**Run 1: metal 1**

The bar under the picture is 50 um long.
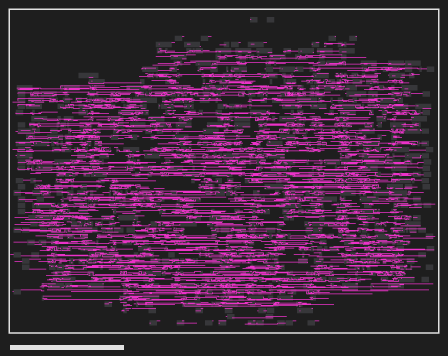
**Run 1: congestion heat map**

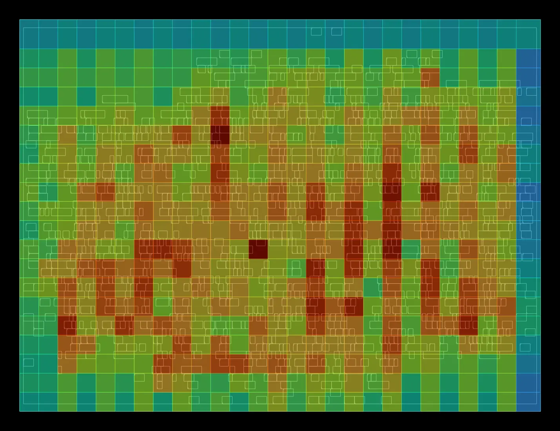
**Run 1: a small window of the routed layout**

The bar under the picture is 5 um long. Window x 131 to 151, y 96 to 116 um. Cells in grey, sequential cells in the stronger grey; small squares are vias.
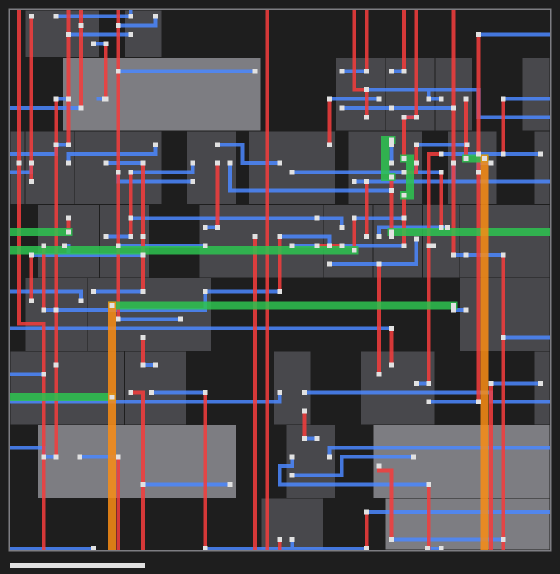
## config.mk

```make
export PLATFORM = sky130hd
export DESIGN_NAME = nack_gap_detector
export DESIGN_NICKNAME = d
export VERILOG_FILES = /design/src/rtl/nack_gap_detector.sv
export SDC_FILE = /design/constraint.sdc
export NUM_CORES = 1
export LEC_CHECK = 0
export CAP_MARGIN = 20
export CORE_ASPECT_RATIO = 0.75
export CORE_UTILIZATION = 35
export CTS_CLUSTER_DIAMETER = 50
export CTS_CLUSTER_SIZE = 28
export DETAILED_ROUTE_END_ITERATION = 6
export HOLD_SLACK_MARGIN = 0.06
export SLEW_MARGIN = 25
export SYNTH_ARGS = -nofsm -noshare
export SYNTH_HDL_FRONTEND = slang
export SYNTH_SLANG_ARGS = --single-unit
```

## constraint.sdc

```tcl
create_clock -name clk -period 7.7 [get_ports clk]
set_clock_uncertainty 0.05 [all_clocks]
set_input_delay 0.77 -clock clk [delete_from_list [all_inputs] [get_ports clk]]
set_output_delay 0.77 -clock clk [all_outputs]
set_load 0.02 [all_outputs]
```

## src/rtl/nack_gap_detector.sv

```systemverilog
// Tracks the expected PSN of an in-order packet stream and turns every sequence gap into
// one or more {start PSN, length} NACK descriptors. Optional counters: NACK_GAP_STAT_EN.
module nack_gap_detector #(
    parameter int unsigned PSN_W    = 24,
    parameter int unsigned LEN_W    = 8,
    parameter int unsigned MAX_LEN  = 64,
    parameter int unsigned INIT_PSN = 0
) (
    input  logic             clk,
    input  logic             rst,
    input  logic             cfg_psn_ld,
    input  logic [PSN_W-1:0] cfg_psn,
    input  logic [PSN_W-1:0] in_psn,
    input  logic             in_vld,
    output logic             in_rdy,
    output logic [PSN_W-1:0] nack_psn,
    output logic [LEN_W-1:0] nack_len,
    output logic             nack_vld,
    input  logic             nack_rdy
`ifdef NACK_GAP_STAT_EN
    ,
    output logic [31:0]      stat_inord,
    output logic [31:0]      stat_gap,
    output logic [31:0]      stat_dup
`endif
);

    typedef enum logic {
        IDLE  = 1'b0,
        SPLIT = 1'b1
    } state_t;

    localparam logic [PSN_W-1:0] MAX_LEN_P = PSN_W'(MAX_LEN);
    localparam logic [LEN_W-1:0] MAX_LEN_L = LEN_W'(MAX_LEN);
    localparam logic [PSN_W-1:0] INIT_P    = PSN_W'(INIT_PSN);
    localparam logic [PSN_W-1:0] ONE_P     = PSN_W'(1);

    state_t             state_r, state_s;
    logic [PSN_W-1:0]   e_psn_r, e_psn_s;
    logic [PSN_W-1:0]   nack_psn_r, nack_psn_s;
    logic [LEN_W-1:0]   nack_len_r, nack_len_s;
    logic               nack_vld_r, nack_vld_s;
    logic [PSN_W-1:0]   rem_r, rem_s;
    logic [PSN_W-1:0]   nxt_r, nxt_s;

    logic               in_rdy_s;
    logic               accept_s;
    logic               xfer_s;
    logic [PSN_W-1:0]   diff_s;
    logic               inord_s;
    logic               gap_s;
    logic [PSN_W-1:0]   chunk_s;

    // Acceptance is gated by the config pulse so a reload never races a packet.
    assign in_rdy_s = (state_r == IDLE) & ~nack_vld_r & ~cfg_psn_ld & ~rst;
    assign accept_s = in_vld & in_rdy_s;
    assign xfer_s   = nack_vld_r & nack_rdy;
    assign diff_s   = in_psn - e_psn_r;
    assign inord_s  = accept_s & (diff_s == '0);
    assign gap_s    = accept_s & (diff_s != '0) & ~diff_s[PSN_W-1];
    assign chunk_s  = (rem_r > MAX_LEN_P) ? MAX_LEN_P : rem_r;

    assign in_rdy   = in_rdy_s;
    assign nack_psn = nack_psn_r;
    assign nack_len = nack_len_r;
    assign nack_vld = nack_vld_r;

    // Next-state and next-descriptor computation for the IDLE/SPLIT sequencer.
    always_comb begin
        state_s    = state_r;
        e_psn_s    = e_psn_r;
        nack_psn_s = nack_psn_r;
        nack_len_s = nack_len_r;
        nack_vld_s = nack_vld_r;
        rem_s      = rem_r;
        nxt_s      = nxt_r;

        case (state_r)
            IDLE: begin
                if (gap_s) begin
                    nack_psn_s = e_psn_r;
                    nack_vld_s = 1'b1;
                    if (diff_s > MAX_LEN_P) begin
                        nack_len_s = MAX_LEN_L;
                        rem_s      = diff_s - MAX_LEN_P;
                        nxt_s      = e_psn_r + MAX_LEN_P;
                        state_s    = SPLIT;
                    end else begin
                        nack_len_s = LEN_W'(diff_s);
                    end
                end else if (xfer_s) begin
                    nack_vld_s = 1'b0;
                end else begin
                    nack_vld_s = nack_vld_r;
                end
            end
            SPLIT: begin
                // Next chunk replaces the transferred one in the same edge: no bubble.
                if (xfer_s) begin
                    nack_psn_s = nxt_r;
                    nack_len_s = LEN_W'(chunk_s);
                    nxt_s      = nxt_r + chunk_s;
                    rem_s      = rem_r - chunk_s;
                    if (rem_r <= MAX_LEN_P) begin
                        state_s = IDLE;
                    end else begin
                        state_s = SPLIT;
                    end
                end else begin
                    state_s = SPLIT;
                end
            end
            default: begin
                state_s    = IDLE;
                nack_vld_s = 1'b0;
            end
        endcase

        if (cfg_psn_ld) begin
            e_psn_s = cfg_psn;
        end else if (inord_s) begin
            e_psn_s = e_psn_r + ONE_P;
        end else if (gap_s) begin
            e_psn_s = in_psn + ONE_P;
        end else begin
            e_psn_s = e_psn_r;
        end
    end

    // Sequencer state and descriptor registers.
    always_ff @(posedge clk) begin
        if (rst) begin
            state_r    <= IDLE;
            e_psn_r    <= INIT_P;
            nack_psn_r <= '0;
            nack_len_r <= '0;
            nack_vld_r <= 1'b0;
            rem_r      <= '0;
            nxt_r      <= '0;
        end else begin
            state_r    <= state_s;
            e_psn_r    <= e_psn_s;
            nack_psn_r <= nack_psn_s;
            nack_len_r <= nack_len_s;
            nack_vld_r <= nack_vld_s;
            rem_r      <= rem_s;
            nxt_r      <= nxt_s;
        end
    end

`ifdef NACK_GAP_STAT_EN
    logic        dup_s;
    logic [31:0] stat_inord_r;
    logic [31:0] stat_gap_r;
    logic [31:0] stat_dup_r;

    assign dup_s = accept_s & diff_s[PSN_W-1];

    function automatic logic [31:0] sat_inc(input logic [31:0] v);
        if (v == 32'hFFFF_FFFF) begin
            return v;
        end else begin
            return v + 32'd1;
        end
    endfunction

    // Per-class acceptance counters, saturating, cleared only by reset.
    always_ff @(posedge clk) begin
        if (rst) begin
            stat_inord_r <= 32'd0;
            stat_gap_r   <= 32'd0;
            stat_dup_r   <= 32'd0;
        end else begin
            if (inord_s) begin
                stat_inord_r <= sat_inc(stat_inord_r);
            end
            if (gap_s) begin
                stat_gap_r <= sat_inc(stat_gap_r);
            end
            if (dup_s) begin
                stat_dup_r <= sat_inc(stat_dup_r);
            end
        end
    end

    assign stat_inord = stat_inord_r;
    assign stat_gap   = stat_gap_r;
    assign stat_dup   = stat_dup_r;
`endif

endmodule

```

==> flow_summary_export.csv, run 1 <==
group,metric,value,unit
status,run_status,"finished, final reports clean",
pwr,power.switching,674,uW
floorplan,die_w,188,um
worst_setup_path,critical-path-max-stage-delay,450,ps
final_layout,fillers,2624,
logic_synthesis,synth_area,9100,um2
worst_setup_path,worst-path-buf-inv,4,
clock_tree,clk_pin_slew,70,ps
timing,slew_viol_final,0,
final_layout,area.sequential,2130,um2
final_layout,clock_area_share,2.91,%
placement,dp_hpwl,21900,um
final_layout,num-nonclk-buffers,103,
clock_tree,cts_resized,0,
worst_setup_path,path_cells,"clkdlybuf4s50_1 > inv_1 > ha_1 > inv_1 > fa_1 > a211o_1 > a211o_1 > a211oi_2 > o31a_2 > o21ai_0 > o311ai_2 > nand4_2 > nor4_4 > buf_4 > mux2_2 > ha_1 > nand3_1 > or3_1 > mux2i_1 > o2111ai_1 > xnor2_1 > o22ai_1",
pwr,clockPowerShare,28.8,%
final_layout,buffer_area_share,9.45,%
logic_synthesis,synthTopLogicFamily,"AND-OR/OR-AND gates",
drt,route.detailed.drc,0,
global_route,overflow,0,
final_layout,clock_buffers,11,
logic_synthesis,area_leaders,"dfxtp_1 (23%), ha_1 (7.1%), xnor2_1 (6.0%)",
global_route,grt_max_degree,68,
floorplan,io_pins,87,
worst_setup_path,start_kind,"primary input",
clock_tree,root_buffer,"clkbuf_16",
timing,period_used_share,83.8,%
timing,tightestPinTransition,923,ps
floorplan,die_h,142,um
logic_synthesis,aoi_share,26.9,%
final_layout,seq-cell-share,20.0,%
min_path,holdCritPathClass,"flip-flop to flip-flop",
logic_synthesis,async_flop_share,0,%
clock_tree,cts_setup_buffers,0,
worst_setup_path,endpoint_kind,"flip-flop",
floorplan,row_count,50,
worst_setup_path,crit_slowest_cell,"clkdlybuf4s50_1",
floorplan,core,25200,um2
pwr,p_per_area,166,nW/um2
final_layout,num-nonclk-inverters,42,
pwr,pwr-share-comb,36.4,%
timing,tns,0,ps
final_layout,syn2layout_area_growth,17.0,%
final_layout,antenna-diode-count,0,
logic_synthesis,numSynthFlops,106,
timing,setup_viol,0,
clock_tree,clock-sinks,106,
min_path,min_path_cells,2,
clock_tree,ctsHoldBuffers,0,
job,maxCapViolations,0,
placement,port_buffers,86,
drt,num_vias,9251,
worst_setup_path,crit_arrival,6640,ps
final_layout,comb_share,62.2,%
logic_synthesis,syn_inst,1222,
floorplan,chipArea,26700,um2
logic_synthesis,ys_cells,1222,
clock_tree,cts_tree,"yes",
logic_synthesis,yosysUniqueCellTypes,82,
logic_synthesis,yosys_area,9100,um2
final_layout,comb_cells,1024,
clock_tree,ctsLongestPathBuffers,2,
drt,drtPass1Iterations,5,
floorplan,num_tap_cells,338,
clock_tree,h-tree-depth,3,
drt,drtIter0Drc,661,
final_layout,mi_logic_area,6630,um2
logic_synthesis,ys_sh_simple,24.4,%
final_layout,final_cell_mix,"nor2_1 (140), nand2_1 (119), a21oi_1 (105), dfxtp_1 (105), clkdlybuf4s50_1 (85)",
logic_synthesis,ys_seq_share,23.3,%
pwr,p_sw_share,38.0,%
global_route,grt_pass1_wl,47200,um
logic_synthesis,top_area_share,23.3,%
pwr,seqPwrFrac,34.9,%
logic_synthesis,ff_type,"dfxtp_1",
logic_synthesis,ys_warn_count,0,
pwr,p_total,1770,uW
final_layout,design.seq.count,106,
worst_setup_path,rr_worst_depth,19,
job,warnings,28,
clock_tree,cts_buffers,9,
logic_synthesis,edf_count,0,
drt,totalWireLength,29500,um
worst_setup_path,cp_max_fo,13,
## Picture notes: 'metal 1'
- share of all routed wire: 49%
- main direction: horizontal
- longest straight run: 56.6 um
- wire length on this layer: 14400 um
- nets with wire on the layer: 1289

## Picture notes: 'congestion heat map'
global routing usage on met2: 35.0%
Util after Layout: 42.2%
DR WL/cell: 18.1 um
global route hottest layer: met2
GRT Total Usage: 22.3%

## Picture notes: 'a small window of the routed layout'
- blue: M1
- orange: M4
- red: M2
- green: M3
- netlist names of flops here include: `nxt_r` (2), `rem_r` (2)
- cells with their middle in the window: 29
- sequential cells in the window: 4
- most frequent: a21oi_1 (6), dfxtp_1 (4)

[run 1: worst paths after layout]
| path | start | to | slack (ps) |
|---|---|---|---|
| hold / removal | rem_r[18] | rem_r[18] | 410 |
| setup reg to reg | e_psn_r[2] | e_psn_r[22] | 1680 |
| hold reg to reg | rem_r[18] | rem_r[18] | 410 |
| setup / recovery | in_psn[0] | e_psn_r[22] | 1250 |
[run 1: metal layers]
layer  global-route usage, %  vias to the layer above  part of all wire [%]
met1                    31.0                     4326                    49
li1                        -                     4591                     -
met5                       0                        -                     0
met2                    35.0                      298                    43
met3                    3.71                       36                   5.7
met4                    6.72                        0                   2.4
[run 1: through the flow]
step	hold slack (ps)	instance area (um2)	util, %	setup WS (ps)	instances
finish	412	10700	42.2	1250	1629
global route	442	10700	42.2	870	1629
CTS	414	10700	42.2	1320	1629
detailed placement	403	10300	41.0	934	1613
global placement	391	10300	40.9	1080	1612
floorplan	376	9160	-	2010	1237
[run 1: power groups by stage]
stage / combinational, uW / clock, uW / sequential (uW)
finish: 644 / 509 / 617
global route: 711 / 541 / 623
CTS: 641 / 521 / 617
detailed placement: 636 / 0 / 630
global placement: 631 / 0 / 629
floorplan: 448 / 0 / 624
[run 1: cells in the mapped netlist (14+ instances only)]
cell type,n
nor4_1,14
a21o_1,15
inv_1,42
dfxtp_1,106
xnor2_1,62
a211oi_1,46
ha_1,52
mux2i_1,43
nand2_1,119
and2_1,14
nor2_1,140
and3_1,17
xor2_1,18
a21oi_1,105
o211ai_1,26
clkbuf_1,54
nand3_1,48
o21ai_0,59
nor3_1,33
[run 1: flip-flops by register name, indices dropped and copies added (netlist names)]
name / count
rem_r: 24
nack_len: 8
state_r: 1
nxt_r: 24
e_psn_r: 24
nack_vld: 1
nack_psn: 24
==> run 1 -> run 2 <==
==> constraint.sdc (replaced) <==
create_clock -name clk -period 5.61 [get_ports clk]
set_clock_uncertainty 0.05 [all_clocks]
set_input_delay 0.561 -clock clk [delete_from_list [all_inputs] [get_ports clk]]
set_output_delay 0.561 -clock clk [all_outputs]
set_load 0.02 [all_outputs]
**Run 2: congestion heat map**

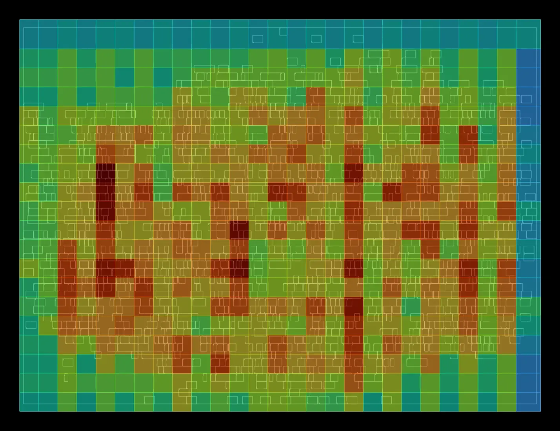
GRT Total Usage: 23.2%
M3 GR Usage: 3.41%

==> run 2 against run 1 <==
Against the previous run:
- utilization up 3.2 points
- register-to-register slack worse by 1300 ps
- area after synthesis unchanged
- largest power group unchanged
- critical path type unchanged
- total power up 42%
- synthesized cell count unchanged
==> flow_summary_export.csv, run 2 <==
group,metric,value,unit
timing,slew_viol_final,0,
logic_synthesis,area_leaders,"dfxtp_1 (23%), ha_1 (7.1%), xnor2_1 (6.0%)",
clock_tree,clk_pin_slew,80,ps
job,warnings,28,
worst_setup_path,cp_max_fo,5,
timing,setup_viol,0,
drt,totalWireLength,30400,um
pwr,p_per_area,219,nW/um2
global_route,grt_max_degree,87,
clock_tree,ctsLongestPathBuffers,2,
final_layout,final_cell_mix,"nor2_1 (139), nand2_1 (119), buf_4 (119)",
logic_synthesis,yosysUniqueCellTypes,82,
floorplan,row_count,50,
timing,layout_setup_ws,254,ps
final_layout,mi_logic_area,6720,um2
worst_setup_path,r2r-start,"rem_r[7]",
logic_synthesis,ys_seq_share,23.3,%
timing,period_used_share,95.5,%
drt,route.detailed.drc,0,
final_layout,fin_area,11500,um2
logic_synthesis,yosys_area,9100,um2
min_path,holdCritPathClass,"flip-flop to flip-flop",
clock_tree,root_buffer,"clkbuf_16",
placement,port_buffers,86,
clock_tree,h-tree-depth,3,
floorplan,chipArea,26700,um2
timing,tightestPinTransition,928,ps
placement,placedInstanceArea,11100,um2
job,maxCapViolations,0,
placement,dp_slack,-350,ps
final_layout,area.sequential,2130,um2
floorplan,die_h,142,um
global_route,overflow,0,
placement,dp_hpwl,23000,um
global_route,grt_pass1_wl,49200,um
final_layout,fillers,2560,
worst_setup_path,endpoint_kind,"flip-flop",
worst_setup_path,worst-path-buf-inv,6,
drt,num_vias,9585,
logic_synthesis,async_flop_share,0,%
clock_tree,ctsHoldBuffers,0,
clock_tree,cts_tree,"yes",
drt,post_drt_wl_per_cell,17.5,um
logic_synthesis,numSynthFlops,106,
min_path,min_from,"rem_r[18]",
worst_setup_path,crit_arrival,5570,ps
worst_setup_path,crit_slowest_cell,"or3b_2",
floorplan,initial_core_util,36.1,%
logic_synthesis,edf_count,0,
logic_synthesis,ff_type,"dfxtp_1",
floorplan,core,25200,um2
logic_synthesis,most_common_cell,"nor2_1",
worst_setup_path,startpoint,"in_psn[0]",
worst_setup_path,critical-path-max-stage-delay,500,ps
logic_synthesis,top_cells_by_count,"nor2_1 (140), nand2_1 (119), dfxtp_1 (106)",
logic_synthesis,synth_area,9100,um2
final_layout,syn2layout_area_growth,26.0,%
logic_synthesis,top_area_share,23.3,%
final_layout,lay_top_count,"nor2_1",
drt,drtIter0Drc,722,
worst_setup_path,start_kind,"primary input",
final_layout,antenna-diode-count,0,
status,run_status,"finished, final reports clean",
floorplan,die_w,188,um
clock_tree,clock-sinks,106,
logic_synthesis,ys_cells,1222,
logic_synthesis,ys_warn_count,0,
final_layout,nets,1495,
logic_synthesis,syn_inst,1222,
drt,drtPass1Iterations,5,
-- run 2: final cells by class --
class	instances	share of cell area, %
flip-flops and latches	106	18.5
repair buffers	205	15.4
inverters	42	1.37
clock buffers	10	2.00
well taps	338	3.69
multi-input cells	1024	58.6
clock inverters	6	0.415
-- run 2: kinds of logic after synthesis --
group                    synth area share [%]
flip-flops                               23.3
buffers and inverters                    4.84
other                                  0.0825
AND/OR/NAND/NOR                          24.4
AND-OR/OR-AND                            26.9
adder cells (fa/ha/maj)                  7.59
XOR/XNOR                                 7.70
multiplexers                             5.22
-- run 2: worst paths after layout --
path	end	slack, ps	cells past startpoint
worst min register to register	rem_r[18]	410	2
worst min-delay path	rem_r[18]	410	2
worst max-delay path	e_psn_r[20]	250	26
worst max register to register	nxt_r[21]	430	18
-- run 2: what timing repair did --
action | 4_1_cts | 5_1_grt
gates resized | 0 | 19
endpoints found under the setup margin | 0 | 10
buffers inserted | 0 | 2
-- run 2: layer usage --
metal / vias up / wire (um) / GRT usage [%]
li1: 4787 / - / -
met1: 4466 / 15300 / 33.2
met2: 293 / 12700 / 35.2
met3: 39 / 1530 / 3.41
met4: 0 / 817 / 7.83
met5: - / 0 / 0
-- run 2: power by group --
part / internal [uW] / leakage [uW] / switching [uW]
registers: 794 / 0.000865 / 42.1
clock network: 308 / 0.000139 / 332
logic: 447 / 0.00323 / 583
-- run 2: per-stage QoR --
stage / power [uW] / util (%) / TNS, ps / std cells
4_1_cts: 2500 / 45.1 / 0 / 1729
2_1_floorplan: 1470 / - / 0 / 1237
3_3_place_gp: 1850 / 44.0 / -782 / 1713
3_5_place_dp: 1860 / 44.0 / -1680 / 1713
6_report: 2510 / 45.5 / 0 / 1731
5_1_grt: 2660 / 45.5 / 0 / 1731
==> run 2 -> run 3 <==
--- a/config.mk
+++ b/config.mk
@@ -6,7 +6,7 @@
 export NUM_CORES = 1
 export LEC_CHECK = 0
 export CAP_MARGIN = 20
-export CORE_ASPECT_RATIO = 0.75
+export CORE_ASPECT_RATIO = 0.6
 export CORE_UTILIZATION = 35
 export CTS_CLUSTER_DIAMETER = 50
 export CTS_CLUSTER_SIZE = 28
**Run 3: metal 1**

The bar under the picture is 50 um long.
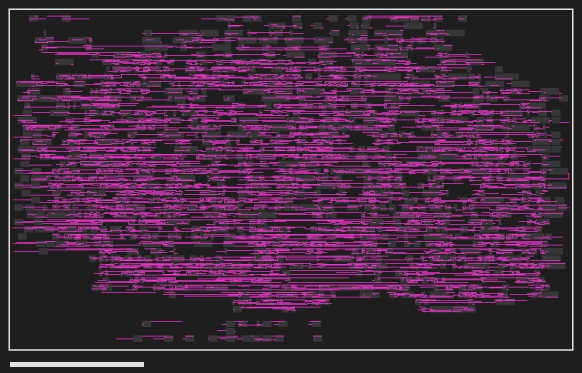
- longest straight run: 85.6 um
- share of all routed wire: 51%
- wire length on this layer: 16400 um
- main direction: horizontal

==> run 3 against run 2 <==
Against the previous run:
- final area increased by 1.3%
- critical path depth decreased by 2
- flip-flop count unchanged
- area after synthesis is the same
- wire length grew 4.9%
- critical endpoint is now e_psn_r[18]
- largest cell class unchanged
- largest power group unchanged
==> flow_summary_export.csv, run 3 <==
group,metric,value,unit
logic_synthesis,ff_type,"dfxtp_1",
logic_synthesis,ys_warn_count,0,
placement,numPlacedInstances,1735,
logic_synthesis,synth_top_cell_by_area,"dfxtp_1",
logic_synthesis,top_area_share,23.3,%
placement,gp_congestion,0.955,
pwr,maxPowerGroup,"combinational cells",
pwr,power.switching,997,uW
floorplan,core,25400,um2
drt,drtPass1Iterations,5,
logic_synthesis,yosysUniqueCellTypes,82,
worst_setup_path,critical-path-max-stage-delay,450,ps
global_route,grt_max_degree,70,
global_route,overflow,0,
pwr,p_per_area,228,nW/um2
worst_setup_path,crit_slowest_cell,"clkdlybuf4s50_1",
logic_synthesis,yosys_area,9100,um2
min_path,min_path_cells,2,
logic_synthesis,most_common_cell,"nor2_1",
drt,totalWireLength,31800,um
logic_synthesis,ys_seq_share,23.3,%
floorplan,die_h,127,um
drt,via_per_inst,5.53,
pwr,p_total,2650,uW
placement,port_buffers,86,
final_layout,final_util,45.8,%
logic_synthesis,syn_inst,1222,
worst_setup_path,rr_worst_depth,18,
min_path,holdCritPathClass,"flip-flop to flip-flop",
placement,placedInstanceArea,11200,um2
logic_synthesis,numSynthFlops,106,
floorplan,io_pins,87,
pwr,pwr-share-comb,40.7,%
final_layout,nets,1504,
timing,tightestPinTransition,862,ps
placement,dp_slack,-439,ps
drt,post_drt_wl_per_cell,18.1,um
timing,setup_viol,0,
pwr,pg_comb,1080,uW
pwr,p_int,1650,uW
clock_tree,clk_pin_slew,80,ps
logic_synthesis,top_cells_by_count,"nor2_1 (140), nand2_1 (119), dfxtp_1 (106)",
timing,period_used_share,95.8,%
clock_tree,ctsHoldBuffers,0,
final_layout,lay_top_count,"nor2_1",
clock_tree,clock-sinks,106,
clock_tree,h-tree-depth,3,
worst_setup_path,endpoint_kind,"flip-flop",
clock_tree,ctsLongestPathBuffers,2,
drt,num_vias,9697,
worst_setup_path,crit_arrival,5630,ps
final_layout,drive_gt1_share,13.6,%
pwr,p_sw_share,37.7,%
pwr,leakage,0.00430,uW
timing,clock.fmax,186,MHz
final_layout,fillers,2642,
timing,slew_viol_final,0,
logic_synthesis,area_leaders,"dfxtp_1 (23%), ha_1 (7.1%), xnor2_1 (6.0%)",
pwr,clockPowerShare,27.6,%
timing,relSlewSlack,42.6,%
worst_setup_path,crit_cells,24,
logic_synthesis,ys_cells,1222,
worst_setup_path,crit_required,5860,ps
worst_setup_path,cp_max_fo,5,
worst_setup_path,crit_top_cell,"buf_4",
final_layout,syn2layout_area_growth,27.6,%
final_layout,fin_area,11600,um2
timing,hold_violations,0,
pwr,seqPwrFrac,31.7,%
drt,drtAntennaViolNets,0,
logic_synthesis,synth_area,9100,um2
pwr,powerSeq,838,uW
placement,dp_hpwl,24300,um
global_route,grt_pass1_vias,8859,
floorplan,row_count,45,
job,warnings,28,
clock_tree,root_buffer,"clkbuf_16",
logic_synthesis,edf_count,0,
worst_setup_path,start_kind,"primary input",
floorplan,initial_core_util,35.8,%
clock_tree,cts_tree,"yes",
pwr,powerClk,730,uW
clock_tree,insertion_delay,380,ps
logic_synthesis,async_flop_share,0,%
final_layout,final_cell_mix,"nor2_1 (139), buf_4 (126), nand2_1 (119)",
timing,fin_crit,5370,ps
global_route,grt_pass1_wl,50000,um
final_layout,layoutNonFillerInstCount,1755,
global_route,grt.total_usage,23.9,%
worst_setup_path,worst-path-buf-inv,6,
job,maxCapViolations,0,
clock_tree,cts_buffers,9,
worst_setup_path,path_cells,"clkdlybuf4s50_1 > inv_1 > ha_1 > inv_1 > fa_1 > a211o_1 > a211o_1 > a211oi_4 > buf_4 > o211ai_1 > a21o_1 > a32oi_2 > nand4_4 > nor4_4 > buf_4 > mux2_4 > ha_4 > nand3_4 > or3_4 > mux2i_1 > buf_4 > nand3_1 > xnor2_1 > a211oi_1",
worst_setup_path,worstSetupPathType,"primary input to flip-flop",
drt,drtIter0Drc,812,
floorplan,die_w,210,um
drt,route.detailed.drc,0,
timing,layout_setup_ws,235,ps
logic_synthesis,syn_avg_cell_area,7.45,um2
worst_setup_path,crit_family,"AND-OR/OR-AND gates",
status,run_status,"finished, final reports clean",
global_route,grt_antenna_before_repair,1,
floorplan,chipArea,26700,um2
pwr,vdd_drop_max,0.149,mV
## run 3: final timing paths
check	to	startpoint	slack [ps]
max	e_psn_r[18]	in_psn[0]	240
min	rem_r[18]	rem_r[18]	410
max reg2reg	nxt_r[23]	rem_r[7]	310
min reg2reg	rem_r[18]	rem_r[18]	410
## run 3: per-stage QoR
step | setup TNS, ps | hold slack [ps]
2_1_floorplan | 0 | 376
3_3_place_gp | -1220 | 390
3_5_place_dp | -3450 | 396
4_1_cts | 0 | 407
5_1_grt | -1.56 | 440
6_report | 0 | 406
## run 3: worst min-delay path, delay by kind of cell (launching register included)
kind / cells / cell delay, ps
flops: 1 / 310
simple gates: 1 / 50
compound gates: 1 / 50
## run 3: kinds of logic after synthesis
family	share of synthesized area [%]
adder cells (fa/ha/maj)	7.59
flip-flops	23.3
multiplexers	5.22
AND/OR/NAND/NOR	24.4
buffers and inverters	4.84
other	0.0825
XOR/XNOR	7.70
AND-OR/OR-AND	26.9
## run 3: area by class of cell
type | count | area (um2) | share of cell area (%)
multi-input combinational | 1024 | 6710 | 57.7
sequential | 106 | 2130 | 18.3
timing repair buffer | 214 | 1860 | 16.0
tap | 352 | 440 | 3.79
clock buffer | 9 | 225 | 1.94
inverter | 42 | 158 | 1.36
clock inverter | 7 | 103 | 0.883
antenna | 1 | 2.50 | 0.0215
## run 3: repair_timing
| item | CTS | global route |
|---|---|---|
| pin swaps | 1 | 5 |
| hold endpoints to repair | 0 | 0 |
| endpoints found under the setup margin | 1 | 12 |
| resized | 1 | 14 |
| setup buffers | 0 | 3 |
## run 3: routing by layer
layer / track usage (%) / part of all wire [%]
met2: 33.5 / 40
met1: 36.4 / 51
met5: 0 / 0
met4: 5.07 / 1.1
met3: 5.13 / 7.2

## Gallery

Wire density map.
Plate I
38 x 28 tiles, from white (low) to dark blue (high), scaled to the fullest tile. Values are wire area over tile area, all layers added.
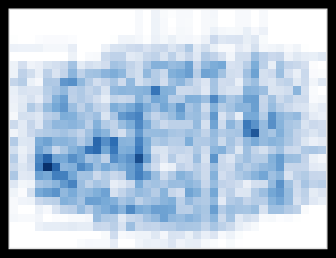
Plate II
21 x 13 tiles, from white (low) to dark blue (high), scaled to the fullest tile. Values are wire area over tile area, all layers added.
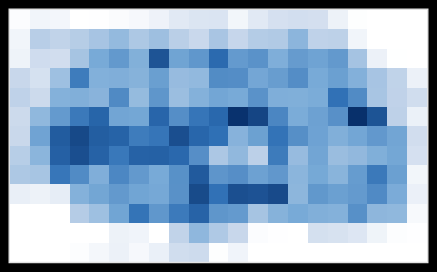
run 3: Plate II
run 2: Plate I

Key to Plate I:
- fullest tile: 0.74
- densest ninth of the die: centre
- tiles over half the peak: 9.4%
- mean over tiles: 0.18
- nearly empty tiles: 17%

Power figures rest on the tool's default switching activity, not on a simulated workload.
